**config.mk**
```make
export PLATFORM = sky130hd
export DESIGN_NAME = multicycle_control
export DESIGN_NICKNAME = d
export VERILOG_FILES = /design/src/rtl/multicycle_control.sv
export SDC_FILE = /design/constraint.sdc
export NUM_CORES = 1
export LEC_CHECK = 0
export ABC_CLOCK_PERIOD_IN_PS = 3600
export CAP_MARGIN = 15
export CORE_UTILIZATION = 44
export CTS_CLUSTER_DIAMETER = 60
export DETAILED_ROUTE_END_ITERATION = 7
export PLACE_DENSITY = 0.83
export SETUP_SLACK_MARGIN = 0.5
export SYNTH_ARGS = -nofsm -noshare
export SYNTH_HDL_FRONTEND = slang
export SYNTH_SLANG_ARGS = --single-unit
```
**constraint.sdc**
```tcl
create_clock -name clk -period 3.6 [get_ports clk]
set_input_delay 0.72 -clock clk [delete_from_list [all_inputs] [get_ports clk]]
set_output_delay 0.72 -clock clk [all_outputs]
set_load 0.02 [all_outputs]
```
**src/rtl/multicycle_control.sv**
```systemverilog
// Multi-cycle MIPS control FSM: sequences fetch/decode/execute/memory/write-back
// for R-type, beq, addi, ori, lw, sw and j, waits on memReady and traps memory
// timeouts into a sticky HALT state.
// Optional build macro ILLEGAL_TRAP_EN: unknown opcodes go through a TRAP state
// that pulses illegalOp; without it they are a silent NOP.
module multicycle_control #(
  parameter int TIMEOUT_W   = 4,
  parameter int MEM_TIMEOUT = 15
) (
  input  logic       clk,
  input  logic       rstN,
  input  logic [5:0] opCode,
  input  logic       memReady,
  output logic       pcWrite,
  output logic       branch,
  output logic       iorD,
  output logic       memRead,
  output logic       memWrite,
  output logic       irWrite,
  output logic       memToReg,
  output logic       regDst,
  output logic       regWrite,
  output logic       aluSrcA,
  output logic [1:0] aluSrcB,
  output logic [2:0] aluOp,
  output logic [1:0] pcSrc,
  output logic       instrDone,
  output logic       memErr,
`ifdef ILLEGAL_TRAP_EN
  output logic       illegalOp,
`endif
  output logic [3:0] state
);

  localparam logic [5:0] OP_RTYPE = 6'b000000;
  localparam logic [5:0] OP_LW    = 6'b100011;
  localparam logic [5:0] OP_SW    = 6'b101011;
  localparam logic [5:0] OP_BEQ   = 6'b000100;
  localparam logic [5:0] OP_ADDI  = 6'b001000;
  localparam logic [5:0] OP_ORI   = 6'b001101;
  localparam logic [5:0] OP_J     = 6'b000010;

  localparam logic [TIMEOUT_W-1:0] TIMEOUT_VAL = TIMEOUT_W'(MEM_TIMEOUT);

  typedef enum logic [3:0] {
    INIT   = 4'd0,
    FETCH  = 4'd1,
    DECODE = 4'd2,
    MEMADR = 4'd3,
    MEMRD  = 4'd4,
    MEMWB  = 4'd5,
    MEMWR  = 4'd6,
    EXEC_R = 4'd7,
    RWB    = 4'd8,
    EXEC_I = 4'd9,
    IWB    = 4'd10,
    BRANCH = 4'd11,
    JUMP   = 4'd12,
    HALT   = 4'd13,
    TRAP   = 4'd14
  } state_t;

  state_t                state_q, state_d;
  logic [TIMEOUT_W-1:0]  wait_cnt_q, wait_cnt_d;
  logic                  mem_err_q, mem_err_d;
  logic                  timed_out;

  // Last permitted wait cycle of a memory state with the access still pending.
  assign timed_out = (wait_cnt_q == TIMEOUT_VAL) && !memReady;

  // State, wait counter and sticky error registers.
  always_ff @(posedge clk or negedge rstN) begin
    if (!rstN) begin
      state_q    <= INIT;
      wait_cnt_q <= '0;
      mem_err_q  <= 1'b0;
    end else begin
      state_q    <= state_d;
      wait_cnt_q <= wait_cnt_d;
      mem_err_q  <= mem_err_d;
    end
  end

  // Next-state and control decode; the counter restarts from 0 on every
  // state change, so it is always clear on entry to a memory state.
  always_comb begin
    state_d    = state_q;
    wait_cnt_d = '0;
    mem_err_d  = mem_err_q;
    pcWrite    = 1'b0;
    branch     = 1'b0;
    iorD       = 1'b0;
    memRead    = 1'b0;
    memWrite   = 1'b0;
    irWrite    = 1'b0;
    memToReg   = 1'b0;
    regDst     = 1'b0;
    regWrite   = 1'b0;
    aluSrcA    = 1'b0;
    aluSrcB    = 2'b00;
    aluOp      = 3'b000;
    pcSrc      = 2'b00;
    instrDone  = 1'b0;
`ifdef ILLEGAL_TRAP_EN
    illegalOp  = 1'b0;
`endif
    case (state_q)
      INIT: state_d = FETCH;
      FETCH: begin
        memRead = 1'b1;
        aluSrcB = 2'b01;
        irWrite = memReady;
        pcWrite = memReady;
        if (memReady) begin
          state_d = DECODE;
        end else if (timed_out) begin
          state_d   = HALT;
          mem_err_d = 1'b1;
        end else begin
          wait_cnt_d = wait_cnt_q + 1'b1;
        end
      end
      DECODE: begin
        aluSrcB = 2'b11;
        case (opCode)
          OP_RTYPE:       state_d = EXEC_R;
          OP_LW, OP_SW:   state_d = MEMADR;
          OP_BEQ:         state_d = BRANCH;
          OP_ADDI, OP_ORI: state_d = EXEC_I;
          OP_J:           state_d = JUMP;
`ifdef ILLEGAL_TRAP_EN
          default:        state_d = TRAP;
`else
          default:        state_d = FETCH;
`endif
        endcase
      end
      MEMADR: begin
        aluSrcA = 1'b1;
        aluSrcB = 2'b10;
        state_d = (opCode == OP_SW) ? MEMWR : MEMRD;
      end
      MEMRD, MEMWR: begin
        iorD     = 1'b1;
        memRead  = (state_q == MEMRD);
        memWrite = (state_q == MEMWR);
        instrDone = (state_q == MEMWR) && memReady;
        if (memReady) begin
          state_d = (state_q == MEMRD) ? MEMWB : FETCH;
        end else if (timed_out) begin
          state_d   = HALT;
          mem_err_d = 1'b1;
        end else begin
          wait_cnt_d = wait_cnt_q + 1'b1;
        end
      end
      MEMWB: begin
        memToReg  = 1'b1;
        regWrite  = 1'b1;
        instrDone = 1'b1;
        state_d   = FETCH;
      end
      EXEC_R: begin
        aluSrcA = 1'b1;
        aluOp   = 3'b010;
        state_d = RWB;
      end
      RWB: begin
        regDst    = 1'b1;
        regWrite  = 1'b1;
        instrDone = 1'b1;
        state_d   = FETCH;
      end
      EXEC_I: begin
        aluSrcA = 1'b1;
        aluSrcB = 2'b10;
        aluOp   = (opCode == OP_ORI) ? 3'b100 : 3'b000;
        state_d = IWB;
      end
      IWB: begin
        regWrite  = 1'b1;
        instrDone = 1'b1;
        state_d   = FETCH;
      end
      BRANCH: begin
        aluSrcA   = 1'b1;
        aluOp     = 3'b001;
        pcSrc     = 2'b01;
        branch    = 1'b1;
        instrDone = 1'b1;
        state_d   = FETCH;
      end
      JUMP: begin
        pcSrc     = 2'b10;
        pcWrite   = 1'b1;
        instrDone = 1'b1;
        state_d   = FETCH;
      end
      HALT: state_d = HALT;
`ifdef ILLEGAL_TRAP_EN
      TRAP: begin
        illegalOp = 1'b1;
        state_d   = FETCH;
      end
`endif
      default: state_d = INIT;
    endcase
  end

  assign memErr = mem_err_q;
  assign state  = state_q;

endmodule
```
Figure 1. The metal 2 layer.
Cells faint in the background.
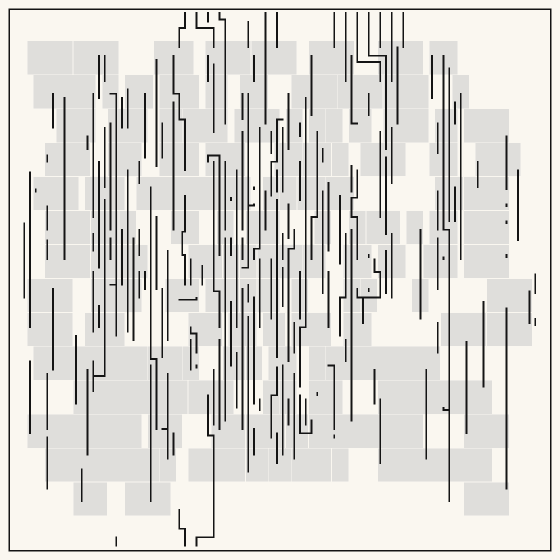
The longest straight run is 21.8 um. The wires run mostly vertical.

Figure 2. Port wiring.
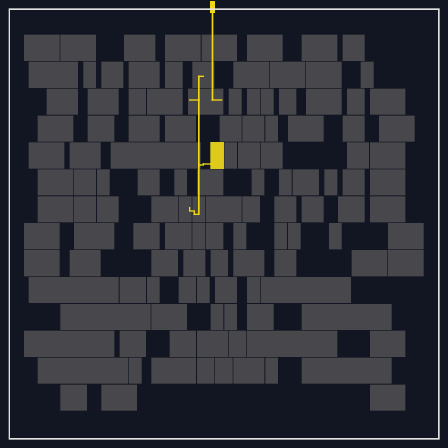
Key: `iorD` = yellow [bits 1, direction output, end cells 1, wire 28.2 um]

Figure 3. Placed cells, one colour a class.
Fill, decap, tap and diode cells in grey.
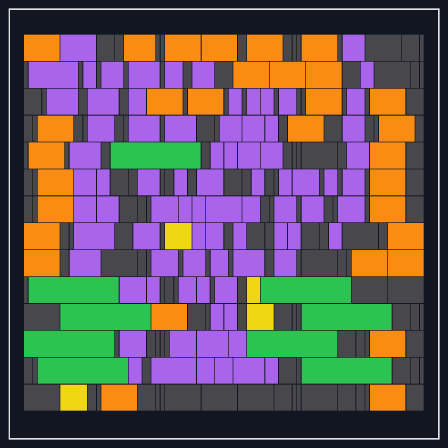
Key: clock drivers and dummy loads = yellow [cells 4]; remaining buffers and delay cells = orange [cells 31]; combinational and other logic = purple [cells 81]; sequential cells = green [cells 9]

Figure 4. Placement view.
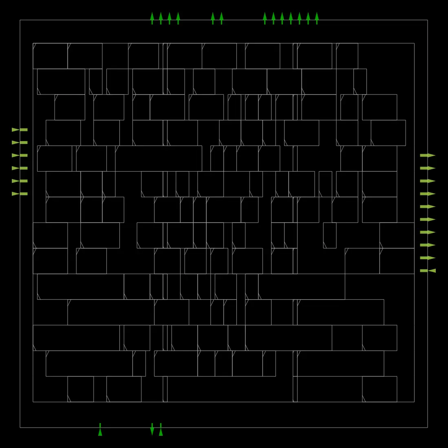
post-route insts no fill: 141
tap cells: 16

==> qor.yml <==
yosysUniqueCellTypes: 38
dp_hpwl_mm: 1.53
p_seq_uw: 234
crit_arrival_ps: 2290
p_leak_uw: 0.000398
timing_worst_setup_path_type: "input pin to output pin"
cts.sinks: 9
grt_pass1_vias: 781
max_freq_mhz: 333
fin_skew_ps: 8.26
fp_util_pct: 48.6
placed_area_um2: 1050
fa_ha_area_share_pct: 1.67
cellPowerDensity_nw_per_um2: 847
timing.hold.ws_ps: 458
status: "completed"
die_width_um: 43.3
path_clk_slew_ps: 60
nonClkBufAreaFrac_pct: 28.8
combPwrFrac_pct: 65.6
wl_met2_um: 968
synth_seq_share_pct: 30.1
comb_cells: 80
seq_area_um2: 225
cp.required_ps: 2880
ys_cells: 96
slew_headroom_pct: 63.1
ys.flop_type: "dfrtp_1"
yosys-top-cells-count: "nor2_1, nand2_1, dfrtp_1"
ff_count: 9
grt_pass1_wl_mm: 3.37
